<file path="src/rtl/fft_pkg.sv">
// Shared widths, fixed-point constants and the rounding/saturation helper
// used by the twiddle multiplier.
package fft_pkg;

  localparam int unsigned DATA_W    = 8;
  localparam int unsigned COEF_W    = 8;
  localparam int unsigned SUMCOEF_W = 9;
  localparam int unsigned Q_SHIFT   = 7;
  localparam int unsigned TW_DEPTH  = 8;
  localparam int unsigned TW_ADDR_W = $clog2(TW_DEPTH);
  localparam int unsigned TW_WORD_W = 16;
  localparam int unsigned SUM_W     = DATA_W + 1;
  localparam int unsigned PROD_W    = 18;
  localparam int unsigned ACC_W     = 19;

  localparam int SAT_MAX = 127;
  localparam int SAT_MIN = -128;

  localparam logic signed [ACC_W-1:0] RND_HALF = ACC_W'(1 << (Q_SHIFT - 1));
  localparam logic signed [ACC_W-1:0] SAT_HI   = ACC_W'(SAT_MAX);
  localparam logic signed [ACC_W-1:0] SAT_LO   = ACC_W'(SAT_MIN);

  // Round half-up, drop the Q1.7 fraction, clamp into the output range.
  function automatic logic signed [DATA_W-1:0] round_sat(input logic signed [ACC_W-1:0] x);
    logic signed [ACC_W-1:0] r;
    r = (x + RND_HALF) >>> Q_SHIFT;
    if (r > SAT_HI) begin
      r = SAT_HI;
    end else if (r < SAT_LO) begin
      r = SAT_LO;
    end
    return r[DATA_W-1:0];
  endfunction

endpackage

</file>
<file path="src/rtl/fft_twiddle_mult_if.sv">
// Stream-in / stream-out / twiddle ROM bundle for the twiddle multiplier.
interface fft_twiddle_mult_if;
  import fft_pkg::*;

  logic                        in_valid;
  logic                        in_ready;
  logic signed [DATA_W-1:0]    in_re;
  logic signed [DATA_W-1:0]    in_im;
  logic                        in_last;
  logic [TW_ADDR_W-1:0]        tw_addr;
  logic [TW_WORD_W-1:0]        tw_c;
  logic [TW_WORD_W-1:0]        tw_cps;
  logic [TW_WORD_W-1:0]        tw_cms;
  logic                        out_valid;
  logic                        out_ready;
  logic signed [DATA_W-1:0]    out_re;
  logic signed [DATA_W-1:0]    out_im;
  logic                        out_last;

  // Multiplier side.
  modport slave (
    input  in_valid, in_re, in_im, in_last, tw_c, tw_cps, tw_cms, out_ready,
    output in_ready, tw_addr, out_valid, out_re, out_im, out_last
  );

  // Upstream source / ROMs / downstream sink side.
  modport master (
    output in_valid, in_re, in_im, in_last, tw_c, tw_cps, tw_cms, out_ready,
    input  in_ready, tw_addr, out_valid, out_re, out_im, out_last
  );

endinterface

</file>
<file path="src/rtl/fft_cmul3.sv">
// Three-stage complex multiply (a+jb)(c+js) using the 3-multiplier form:
// re = c(a+b) - b(c+s), im = c(a+b) - a(c-s). All stages advance on en_i.
module fft_cmul3
  import fft_pkg::*;
(
  input  logic                        clk,
  input  logic                        rst_n,
  input  logic                        en_i,
  input  logic                        valid_i,
  input  logic                        last_i,
  input  logic signed [DATA_W-1:0]    a_i,
  input  logic signed [DATA_W-1:0]    b_i,
  input  logic signed [COEF_W-1:0]    c_i,
  input  logic signed [SUMCOEF_W-1:0] cps_i,
  input  logic signed [SUMCOEF_W-1:0] cms_i,
  output logic                        valid_o,
  output logic                        last_o,
  output logic signed [DATA_W-1:0]    re_o,
  output logic signed [DATA_W-1:0]    im_o
);

  logic                        v1_q, l1_q;
  logic signed [DATA_W-1:0]    a1_q, b1_q;
  logic signed [SUM_W-1:0]     sum1_d, sum1_q;
  logic signed [COEF_W-1:0]    c1_q;
  logic signed [SUMCOEF_W-1:0] cps1_q, cms1_q;

  logic                        v2_q, l2_q;
  logic signed [PROD_W-1:0]    m1_d, m2_d, m3_d, m1_q, m2_q, m3_q;

  logic                        v3_q, l3_q;
  logic signed [DATA_W-1:0]    re_d, im_d, re_q, im_q;

  // Datapath arithmetic feeding each register stage.
  always_comb begin
    sum1_d = SUM_W'(a_i) + SUM_W'(b_i);
    m1_d   = PROD_W'(c1_q) * PROD_W'(sum1_q);
    m2_d   = PROD_W'(b1_q) * PROD_W'(cps1_q);
    m3_d   = PROD_W'(a1_q) * PROD_W'(cms1_q);
    re_d   = round_sat(ACC_W'(m1_q) - ACC_W'(m2_q));
    im_d   = round_sat(ACC_W'(m1_q) - ACC_W'(m3_q));
  end

  // Stage 1: capture operands, pre-add and twiddle words.
  always_ff @(posedge clk or negedge rst_n) begin
    if (!rst_n) begin
      v1_q   <= 1'b0;
      l1_q   <= 1'b0;
      a1_q   <= '0;
      b1_q   <= '0;
      sum1_q <= '0;
      c1_q   <= '0;
      cps1_q <= '0;
      cms1_q <= '0;
    end else if (en_i) begin
      v1_q   <= valid_i;
      l1_q   <= last_i;
      a1_q   <= a_i;
      b1_q   <= b_i;
      sum1_q <= sum1_d;
      c1_q   <= c_i;
      cps1_q <= cps_i;
      cms1_q <= cms_i;
    end
  end

  // Stage 2: the three products.
  always_ff @(posedge clk or negedge rst_n) begin
    if (!rst_n) begin
      v2_q <= 1'b0;
      l2_q <= 1'b0;
      m1_q <= '0;
      m2_q <= '0;
      m3_q <= '0;
    end else if (en_i) begin
      v2_q <= v1_q;
      l2_q <= l1_q;
      m1_q <= m1_d;
      m2_q <= m2_d;
      m3_q <= m3_d;
    end
  end

  // Stage 3: combine, round, saturate; data only refreshes on a real sample.
  always_ff @(posedge clk or negedge rst_n) begin
    if (!rst_n) begin
      v3_q <= 1'b0;
      l3_q <= 1'b0;
      re_q <= '0;
      im_q <= '0;
    end else if (en_i) begin
      v3_q <= v2_q;
      if (v2_q) begin
        l3_q <= l2_q;
        re_q <= re_d;
        im_q <= im_d;
      end
    end
  end

  assign valid_o = v3_q;
  assign last_o  = l3_q;
  assign re_o    = re_q;
  assign im_o    = im_q;

endmodule

</file>
<file path="src/rtl/fft_twiddle_mult.sv">
// Streaming twiddle multiplier: twiddle address counter and valid/ready
// handshake around the pipelined 3-multiplier datapath.
module fft_twiddle_mult
  import fft_pkg::*;
#(
  parameter int unsigned STRIDE = 1
) (
  input logic               clk,
  input logic               rst_n,
  fft_twiddle_mult_if.slave bus_io
);

  logic                 stall;
  logic                 en;
  logic                 accept;
  logic                 out_valid;
  logic [TW_ADDR_W-1:0] tw_addr_d, tw_addr_q;

  // Whole pipe freezes while the output is held; last sample of a frame
  // restarts the twiddle sequence at index 0.
  always_comb begin
    stall     = out_valid & ~bus_io.out_ready;
    en        = ~stall;
    accept    = bus_io.in_valid & en;
    tw_addr_d = tw_addr_q;
    if (accept) begin
      tw_addr_d = bus_io.in_last ? '0 : tw_addr_q + TW_ADDR_W'(STRIDE);
    end
  end

  // Twiddle address register; moves only on accept edges.
  always_ff @(posedge clk or negedge rst_n) begin
    if (!rst_n) begin
      tw_addr_q <= '0;
    end else begin
      tw_addr_q <= tw_addr_d;
    end
  end

  fft_cmul3 u_cmul3 (
    .clk     (clk),
    .rst_n   (rst_n),
    .en_i    (en),
    .valid_i (bus_io.in_valid),
    .last_i  (bus_io.in_last),
    .a_i     (bus_io.in_re),
    .b_i     (bus_io.in_im),
    .c_i     (bus_io.tw_c[COEF_W-1:0]),
    .cps_i   (bus_io.tw_cps[SUMCOEF_W-1:0]),
    .cms_i   (bus_io.tw_cms[SUMCOEF_W-1:0]),
    .valid_o (out_valid),
    .last_o  (bus_io.out_last),
    .re_o    (bus_io.out_re),
    .im_o    (bus_io.out_im)
  );

  assign bus_io.in_ready  = en;
  assign bus_io.tw_addr   = tw_addr_q;
  assign bus_io.out_valid = out_valid;

endmodule

</file>
<file path="src/flat_wrapper.sv">
// flat-port wrapper written by rule: the top's interface ports become plain ports
module fft_twiddle_mult_flat import fft_pkg::*;
#(
  parameter int unsigned STRIDE = 1
)
  (clk, rst_n, bus_io_in_valid, bus_io_in_re, bus_io_in_im, bus_io_in_last, bus_io_tw_c, bus_io_tw_cps, bus_io_tw_cms, bus_io_out_ready, bus_io_in_ready, bus_io_tw_addr, bus_io_out_valid, bus_io_out_re, bus_io_out_im, bus_io_out_last);
  fft_twiddle_mult_if bus_io_i ();
  input logic clk;
  input logic rst_n;
  input wire logic [$bits(bus_io_i.in_valid)-1:0] bus_io_in_valid;
  input wire logic [$bits(bus_io_i.in_re)-1:0] bus_io_in_re;
  input wire logic [$bits(bus_io_i.in_im)-1:0] bus_io_in_im;
  input wire logic [$bits(bus_io_i.in_last)-1:0] bus_io_in_last;
  input wire logic [$bits(bus_io_i.tw_c)-1:0] bus_io_tw_c;
  input wire logic [$bits(bus_io_i.tw_cps)-1:0] bus_io_tw_cps;
  input wire logic [$bits(bus_io_i.tw_cms)-1:0] bus_io_tw_cms;
  input wire logic [$bits(bus_io_i.out_ready)-1:0] bus_io_out_ready;
  output wire logic [$bits(bus_io_i.in_ready)-1:0] bus_io_in_ready;
  output wire logic [$bits(bus_io_i.tw_addr)-1:0] bus_io_tw_addr;
  output wire logic [$bits(bus_io_i.out_valid)-1:0] bus_io_out_valid;
  output wire logic [$bits(bus_io_i.out_re)-1:0] bus_io_out_re;
  output wire logic [$bits(bus_io_i.out_im)-1:0] bus_io_out_im;
  output wire logic [$bits(bus_io_i.out_last)-1:0] bus_io_out_last;
  assign bus_io_i.in_valid = bus_io_in_valid;
  assign bus_io_i.in_re = bus_io_in_re;
  assign bus_io_i.in_im = bus_io_in_im;
  assign bus_io_i.in_last = bus_io_in_last;
  assign bus_io_i.tw_c = bus_io_tw_c;
  assign bus_io_i.tw_cps = bus_io_tw_cps;
  assign bus_io_i.tw_cms = bus_io_tw_cms;
  assign bus_io_i.out_ready = bus_io_out_ready;
  assign bus_io_in_ready = bus_io_i.in_ready;
  assign bus_io_tw_addr = bus_io_i.tw_addr;
  assign bus_io_out_valid = bus_io_i.out_valid;
  assign bus_io_out_re = bus_io_i.out_re;
  assign bus_io_out_im = bus_io_i.out_im;
  assign bus_io_out_last = bus_io_i.out_last;
  fft_twiddle_mult #(.STRIDE(STRIDE)) u_core (.clk(clk), .rst_n(rst_n), .bus_io(bus_io_i));
endmodule
</file>
<file path="config.mk">
export PLATFORM = sky130hd
export DESIGN_NAME = fft_twiddle_mult_flat
export DESIGN_NICKNAME = d
export VERILOG_FILES = /design/src/rtl/fft_pkg.sv /design/src/rtl/fft_twiddle_mult_if.sv /design/src/rtl/fft_cmul3.sv /design/src/rtl/fft_twiddle_mult.sv /design/src/flat_wrapper.sv
export SDC_FILE = /design/constraint.sdc
export NUM_CORES = 1
export LEC_CHECK = 0
export ABC_AREA = 1
export CAP_MARGIN = 15
export CELL_PAD_IN_SITES_DETAIL_PLACEMENT = 1
export CELL_PAD_IN_SITES_GLOBAL_PLACEMENT = 2
export CORE_MARGIN = 4
export CORE_UTILIZATION = 30
export CTS_BUF_LIST = sky130_fd_sc_hd__clkbuf_4 sky130_fd_sc_hd__clkbuf_8
export CTS_CLUSTER_SIZE = 8
export DETAILED_ROUTE_END_ITERATION = 8
export PLACE_DENSITY_LB_ADDON = 0.1
export REMOVE_ABC_BUFFERS = 1
export SETUP_SLACK_MARGIN = 0.15
export SYNTH_ARGS = -nofsm -noshare
export SYNTH_HDL_FRONTEND = slang
export SYNTH_SLANG_ARGS = --single-unit
</file>
<file path="constraint.sdc">
create_clock -name clk -period 4.95 [get_ports clk]
set_input_delay 0.7425 -clock clk [delete_from_list [all_inputs] [get_ports clk]]
set_output_delay 0.7425 -clock clk [all_outputs]
set_load 0.01 [all_outputs]
</file>
==> flow_summary.yaml, run 1 <==
# flow metrics
global_route:
  antenna_found_initial: 0
  grt_pass1_vias: 14474
layout:
  syn_to_final_growth_pct: 11.9
  antenna_cells: 0
  layout_top_cell: "nand2_1"
  most-common-layout-cells: "587 x nand2_1, 501 x inv_1, 184 x fa_1"
worst_setup_path:
  startpoint_type: "register"
  cp-endpoint: "u_core.u_cmul3.m1_q[16]"
  cpLargestDelayFamily: "adder cells"
  ff2ff_setup_slack_ns: 0.38
  crit_top_cell: "fa_1"
clock_tree:
  htreeDepth: 4
  cts_buffers: 17
  cts.sinks: 127
  clockBufferDepth: 2
hold_path:
  hold_path_class: "in2async"
yosys:
  postSynthCellCount: 2094
  yosys_area_sq_mm: 0.0158
  ys_types: 43
  ys_seq_elements: 127
  simple_gate_share: 0.201
  avgSynthCellArea_sq_um: 7.56
  top_logic_kind: "adder cells"
  compound_area_frac: 0.0699
  synth_area_sq_mm: 0.0158
  synthArstFlopShare: 1.00
  ys_seq_share: 0.201
floorplanning:
  io_pins: 91
  fp_util: 0.306
timing:
  finalCriticalPeriod_ns: 4.57
  grt_setup_unrepaired: "true"
  drv_slew: 0
  setup_slack_ns: 0.378
status:
  outcome: "complete, no violations"
route:
  ant_nets: 0
  drcViolationCount: 0
place:
  hpwl_microns: 35800
run 1: flip-flops by register name, indices dropped and copies added (netlist names), 3 cells and up:
register,cells
u_core.u_cmul3.m3_q,17
u_core.u_cmul3.b1_q,8
u_core.bus_io.tw_addr,3
u_core.u_cmul3.cms1_q,9
u_core.u_cmul3.im_o,8
u_core.u_cmul3.re_o,8
u_core.u_cmul3.c1_q,8
u_core.u_cmul3.m2_q,17
u_core.u_cmul3.a1_q,8
u_core.u_cmul3.m1_q,17
u_core.u_cmul3.sum1_q,9
u_core.u_cmul3.cps1_q,9
run 1: per-layer routing:
| metal | track usage | part of all wire | vias up |
|---|---|---|---|
| li1 | - | - | 6288 |
| met1 | 0.207 | 0.46 | 6241 |
| met2 | 0.306 | 0.51 | 65 |
| met3 | 0.0195 | 0.018 | 23 |
| met4 | 0.0350 | 0.0098 | 0 |
| met5 | 0 | 0 | - |
run 1: stage by stage:
stage	cells	cell area, sq um	TNS (ns)
floorplan	2021	15500	-37.09
global placement	2786	17200	0
detailed placement	2786	17200	0
CTS	2817	17700	0
global route	2817	17700	0
finish	2817	17700	0
run 1: worst reg2reg max path: stages (launching register included):
cell and delay [ns]:
dfrtp_1 0.39, clkinvlp_4 0.24, nor2_1 0.19, fa_1 0.45, fa_1 0.46, fa_1 0.50, inv_1 0.05, fa_1 0.47
inv_1 0.04, ha_1 0.34, a21oi_1 0.19, nor2_1 0.07, a211oi_2 0.25, or2_2 0.17, nand4_1 0.09, a21o_1 0.17
nand3_1 0.24, o21ai_0 0.14
run 1: Yosys cell counts, drive strengths merged, types with 5 or more instances:
cell / count / share of area
ha: 166 / 0.13
a31oi: 11 / 0.0043
o21ai: 90 / 0.029
or2: 17 / 0.0067
nand3: 65 / 0.021
nor2: 88 / 0.021
fa: 184 / 0.23
a21oi: 76 / 0.027
dfrtp: 127 / 0.20
xnor2: 22 / 0.012
clkbuf: 71 / 0.017
a21o: 5 / 0.0024
nand2: 600 / 0.14
nand4: 9 / 0.0036
inv: 507 / 0.12
xor2: 24 / 0.013
run 1: what timing repair did:
action	4_1_cts	5_1_grt
setup endpoints to repair	0	12
resized	0	31
hold buffers	0	0
run 1: cells by family after synthesis:
group | Yosys count
adders and majority gates | 350
AOI/OAI and AO/OA | 198
xor gates and xnor gates | 46
and+or+nand+nor | 791
buffers and inverters | 582
DFF | 127
run 1: final cells by class:
type,instances,area [sq um]
clock inverters,9,133
multi-input cells,1385,10500
clock buffers,22,297
well taps,680,851
inverters,509,1920
fillers,6371,34000
flip-flops and latches,127,3200
repair buffers,85,822
run 1: worst min-delay path by stage:
stage | end | slack (ns) | from | depth (start not counted)
CTS | u_core.u_cmul3.cps1_q[5] | 0.32 | rst_n | 1
finish | u_core.u_cmul3.c1_q[5] | 0.30 | rst_n | 1
floorplan | u_core.u_cmul3.valid_o | 0.43 | u_core.u_cmul3.v2_q | 2
detailed placement | u_core.u_cmul3.valid_o | 0.47 | u_core.u_cmul3.v2_q | 2
global placement | u_core.u_cmul3.valid_o | 0.46 | u_core.u_cmul3.v2_q | 2
global route | u_core.u_cmul3.c1_q[5] | 0.37 | rst_n | 1
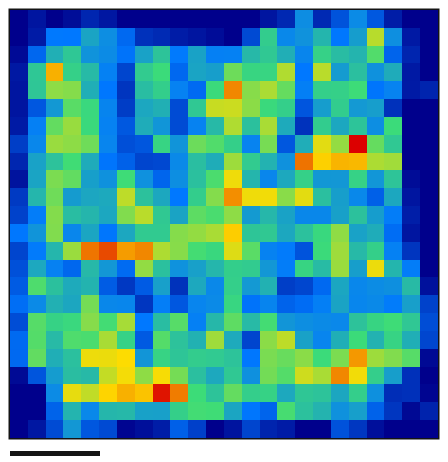
**Above:** run 1 (signal metal coverage by tile).
Scale bar: 50 microns. 24 x 24 tiles, from dark blue (low) to red (high), scaled to the fullest tile. Values are wire area over tile area, all layers added.
The fullest tile reaches 0.32. 8.3% of the tiles are nearly empty. The densest ninth of the die: center. 23% of the tiles are over half the peak. The mean over all tiles is 0.12.
DRT Wirelength: 43200 microns
Total GRT Usage: 0.165
Avg WL per Cell: 15.4 microns
via count: 12617

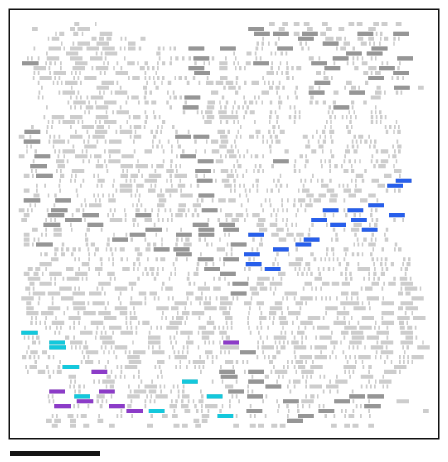
**Above:** run 1 (register map, names as in the netlist).
Scale bar: 50 microns. Other sequential cells in the stronger gray, the rest of the logic in the fainter gray.
u_core.u_cmul3.c1_q: drawn in purple, flops 8, where lower left. u_core.u_cmul3.m2_q: drawn in blue, flops 17. u_core.u_cmul3.sum1_q: drawn in cyan, flops 9, where lower left.
Another 93 sequential cells are not colored.

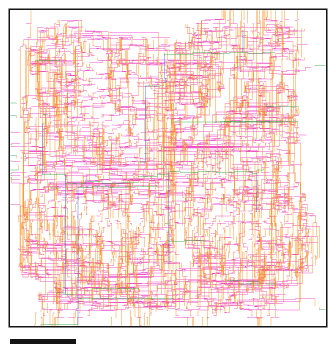
**Above:** run 1 (routed metal, one color a layer).
Scale bar: 50 microns.
met1: drawn in magenta, wire length 19800 microns. met3: drawn in green, wire length 794 microns. met2: drawn in orange, wire length 22.2 mm. met4: drawn in blue, wire length 425 microns.

==> run 2: changes to the inputs <==
- ABC_AREA: 1 -> not set
- SLEW_MARGIN: not set -> 40
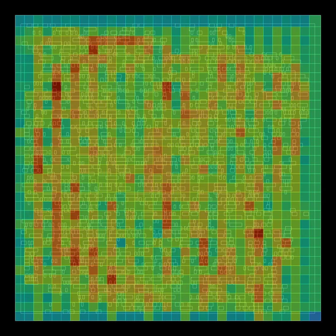
**Above:** run 2 (routing congestion).
GRT met3 Usage: 0.0227
GR Util met1: 0.212
grt peak-use layer: met2
GR Util met2: 0.246

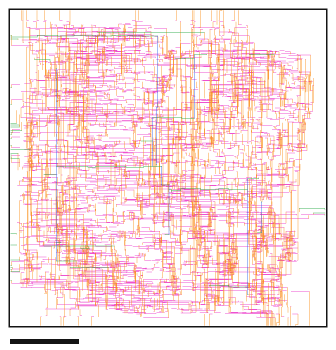
**Above:** run 2 (routed metal, one color a layer).
Scale bar: 50 microns.
met3: drawn in green, wire length 702 microns. met1: drawn in magenta, wire length 19200 microns. met4: drawn in blue, wire length 472 microns. met2: drawn in orange, wire length 17800 microns.
Avg WL per Cell: 16.3 microns
Total GRT Usage: 0.151
via count: 10690

==> run 2 against run 1 <==
Register-to-register slack hardly changed. Setup slack worse by 0.014 ns. Largest cell class unchanged. Via count is 15% lower. Sequential share of layout area rose by 0.96 points. Critical endpoint is now u_core.u_cmul3.m3_q[13]. Non-clock buffer count is 23 higher. Die size down 6.8%. Clock skew shrank 0.0014 ns. Global-route usage shrank 1.4 points. Synthesized cell count fell by 22%.
==> flow_summary.yaml, run 2 <==
# flow metrics
timing:
  grt_setup_unrepaired: "false"
  finalCriticalPeriod_ns: 4.59
  drv_slew: 0
yosys:
  synth_area_sq_mm: 0.0147
  synthTopCellsByCount: "300 x inv_1, 249 x nand2_1, 184 x fa_1"
  avgSynthCellArea_sq_um: 9.00
  yosys_area_sq_mm: 0.0147
  top_area_cell: "fa_1"
  synth.most_common_cell: "inv_1"
  top_area_frac: 0.251
  topCellsByArea: "fa_1 25%, dfrtp_1 22%, ha_1 14%, inv_1 7.7%, nand2_1 6.4%"
  ys_types: 64
route:
  ant_nets: 0
  drcViolationCount: 0
  drt_wl_total_microns: 38100
layout:
  layout_top_cell: "inv_1"
  fill_cells: 5627
  logic_area_sq_mm: 0.0103
  regArea_sq_mm: 0.00320
  antenna_cells: 0
  syn_to_final_growth_pct: 14.3
worst_setup_path:
  startpoint_type: "register"
  crit_top_cell: "inv_1"
  ff2ff_setup_slack_ns: 0.36
floorplanning:
  fp_util: 0.306
  io_pins: 91
global_route:
  antenna_found_initial: 0
  grt_pass1_vias: 11567
clock_tree:
  holdBufCountCts: 0
  cts.sinks: 127
  htreeDepth: 4
place:
  place_inst: 2311
  hpwl_microns: 32400
status:
  outcome: "complete, no violations"
hold_path:
  hold_path_class: "in2async"
==> run 2: through the flow <==
| step | instance area, sq um | worst slack [ns] | utilization |
|---|---|---|---|
| final | 16800 | 0.364 | 0.350 |
| after CTS | 16700 | 0.152 | 0.347 |
| after detailed placement | 16300 | 0.103 | 0.339 |
| after global routing | 16800 | 0.156 | 0.350 |
| after global placement | 16300 | 0.136 | 0.339 |
| after floorplan | 14500 | -2.20 | - |
==> run 2: cell families after synthesis <==
logic type      count (synthesis)  synth area share
simple gates                  546             0.174
compound gates                189            0.0829
buf+inv                       345            0.0885
xor+xnor                       74            0.0441
fa+ha+maj                     350             0.392
mux                             3           0.00213
flops                         127             0.216
==> run 2: path summary, 6_finish.rpt <==
path | to | start
min in group clk | u_core.u_cmul3.l1_q | u_core.u_cmul3.l1_q
worst min-delay path | u_core.u_cmul3.cps1_q[5] | rst_n
worst max register to register | u_core.u_cmul3.m3_q[13] | u_core.u_cmul3.a1_q[2]
worst min register to register | u_core.u_cmul3.l1_q | u_core.u_cmul3.l1_q
worst max-delay path | u_core.u_cmul3.m3_q[13] | u_core.u_cmul3.a1_q[2]
max in group asynchronous | u_core.u_cmul3.a1_q[4] | rst_n
==> run 2: per-layer routing <==
layer / up-vias / share of wire / GRT usage
met3: 24 / 0.018 / 0.0227
met5: - / 0 / 0
li1: 5258 / - / -
met2: 61 / 0.47 / 0.246
met4: 0 / 0.012 / 0.0390
met1: 5347 / 0.50 / 0.212
==> run 2: cell type report <==
class	count	share of cell area
multi-input combinational	1162	0.613
sequential	127	0.191
inverter	303	0.0678
timing repair buffer	108	0.0589
tap	615	0.0458
clock buffer	22	0.0165
clock inverter	10	0.00678
==> run 2: repair_timing <==
item,in CTS,in global routing
pin swaps,0,5
hold endpoints to repair,0,0
gates resized,10,38
setup buffers,0,4
endpoints found under the setup margin,5,16
==> run 2: critical path: cells and delay by family (launching register included) <==
family | cells | cell delay (ns)
AND/OR/NAND/NOR | 3 | 0.47
flip-flops | 1 | 0.47
XOR/XNOR | 1 | 0.16
buffers and inverters | 5 | 0.33
AND-OR/OR-AND | 3 | 0.43
adder cells (fa/ha/maj) | 5 | 2.58
==> run 3: changes to the inputs <==
--- a/config.mk
+++ b/config.mk
@@ -15,2 +15,3 @@
 export DETAILED_ROUTE_END_ITERATION = 8
+export GPL_TIMING_DRIVEN = 0
 export PLACE_DENSITY_LB_ADDON = 0.1
@@ -22 +23,2 @@
 export SYNTH_SLANG_ARGS = --single-unit
+export TNS_END_PERCENT = 10
==> constraint.sdc (replaced) <==
create_clock -name clk -period 4.95 [get_ports clk]
set_input_delay 0.99 -clock clk [delete_from_list [all_inputs] [get_ports clk]]
set_output_delay 0.99 -clock clk [all_outputs]
set_load 0.01 [all_outputs]
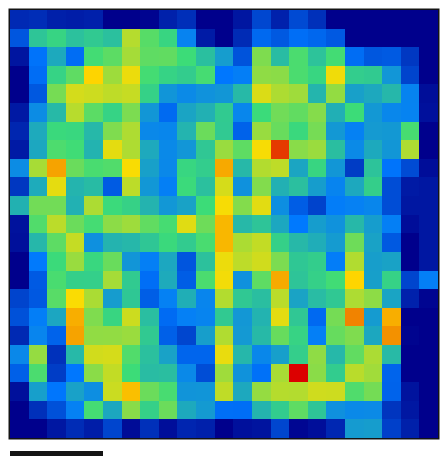
**Above:** run 3 (signal metal coverage by tile).
Scale bar: 50 microns. 23 x 23 tiles, from dark blue (low) to red (high), scaled to the fullest tile. Values are wire area over tile area, all layers added.
via count: 10587
Avg WL per Cell: 16.4 microns
DRT Wirelength: 38100 microns

==> run 3 against run 2 <==
Non-clock buffer count is 15 lower. Via count is 0.96% lower. Setup slack lost 0.093 ns.
==> flow_summary.yaml, run 3 <==
# flow metrics
status:
  outcome: "complete, no violations"
timing:
  setup_slack_ns: 0.271
  drv_slew: 0
  hold_viol: 0
  finalCriticalPeriod_ns: 4.68
  grt_setup_unrepaired: "true"
floorplanning:
  io_pins: 91
  fp_util: 0.306
clock_tree:
  cts.sinks: 127
  htreeDepth: 4
  holdBufCountCts: 0
yosys:
  synth_area_sq_mm: 0.0147
  synthTopCellsByCount: "300 x inv_1, 249 x nand2_1, 184 x fa_1"
  yosys_cells: 1634
  synth.most_common_cell: "inv_1"
  avgSynthCellArea_sq_um: 9.00
  topCellsByArea: "fa_1 25%, dfrtp_1 22%, ha_1 14%, inv_1 7.7%, nand2_1 6.4%"
  yosys_area_sq_mm: 0.0147
  top_area_frac: 0.251
worst_setup_path:
  crit_top_cell: "fa_1"
  cp_num_buf_inv: 4
  cpLargestDelayFamily: "adder cells"
  startpoint_type: "register"
global_route:
  antenna_found_initial: 0
  track_usage: 0.152
  grt_pass1_vias: 11534
route:
  drcViolationCount: 0
  ant_nets: 0
place:
  post-place-ws_ns: -0.123
  hpwl_microns: 31700
  place_inst: 2282
layout:
  syn_to_final_growth_pct: 14.9
  fill_cells: 5578
  regArea_sq_mm: 0.00322
  layout_top_cell: "inv_1"
  final_area_sq_mm: 0.0169
  logic_area_sq_mm: 0.0103
  antenna_cells: 0
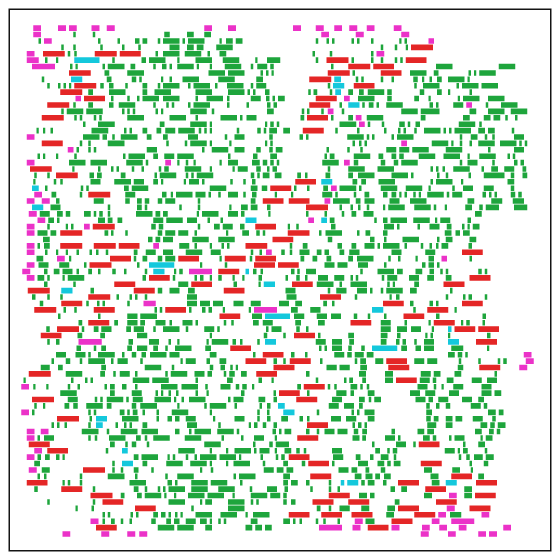
**Above:** run 3 (cells colored by class).
other buffers and delay cells: drawn in magenta, cells 93, share of their area 6.2%. clock drivers and dummy loads: drawn in cyan, cells 31, share of their area 2.6%. all other logic: drawn in green, cells 1465, share of their area 71%. flip-flops: drawn in red, cells 127, share of their area 20%.

==> run 3: cell counts after synthesis <==
Identical to the previous run, type by type.
==> run 3: timing repair <==
item                                    in CTS  in global routing
resized                                     33                 29
endpoints found under the setup margin       8                 15
buffers inserted                            10                  8
pin swaps                                    3                  5
==> run 3: routing by layer <==
| layer | up-vias | global-route usage | part of all wire |
|---|---|---|---|
| met4 | 0 | 0.0375 | 0.011 |
| li1 | 5216 | - | - |
| met5 | - | 0 | 0 |
| met2 | 61 | 0.245 | 0.47 |
| met3 | 22 | 0.0225 | 0.015 |
| met1 | 5288 | 0.216 | 0.51 |
==> run 3: logic make-up after synthesis <==
family	after synthesis	share of synthesized area
mux	3	0.00213
simple gates	546	0.174
xor+xnor	74	0.0441
buf+inv	345	0.0885
fa+ha+maj	350	0.392
flops	127	0.216
compound gates	189	0.0829
==> run 3: final timing paths <==
check	from	cells past startpoint	to	slack, ns
min in group clk	u_core.u_cmul3.l1_q	2	u_core.u_cmul3.l2_q	0.48
worst max-delay path	u_core.u_cmul3.b1_q[2]	16	u_core.u_cmul3.m2_q[16]	0.27
worst min register to register	u_core.u_cmul3.l1_q	2	u_core.u_cmul3.l2_q	0.48
max in group asynchronous	rst_n	3	u_core.u_cmul3.l1_q	3.78
worst max register to register	u_core.u_cmul3.b1_q[2]	16	u_core.u_cmul3.m2_q[16]	0.27
worst min-delay path	rst_n	1	u_core.u_cmul3.cps1_q[4]	0.28
==> run 3: final cells by class <==
type | count | area share
clock buffers | 17 | 0.0138
clock inverters | 14 | 0.0114
multi-input cells | 1162 | 0.611
inverters | 303 | 0.0680
flip-flops and latches | 127 | 0.190
well taps | 615 | 0.0455
repair buffers | 93 | 0.0592
==> run 3: worst register-to-register path, cell delays in order, from the launching register on <==
cell and delay (ns):
dfrtp_2 0.49, buf_4 0.17, nand2_1 0.14, inv_1 0.09, fa_1 0.62, inv_1 0.13, fa_1 0.52, fa_1 0.45
fa_1 0.55, inv_1 0.04, ha_1 0.36, nand3_1 0.10, nand2_1 0.05, a41o_1 0.23, o41ai_2 0.26, xnor2_1 0.23
a21oi_1 0.11
==> run 3: stage by stage <==
stage | util | TNS (ns)
finish | 0.352 | 0
global route | 0.352 | 0
CTS | 0.348 | 0
detailed placement | 0.337 | -0.325
global placement | 0.333 | -1368.95
floorplan | - | -189.07
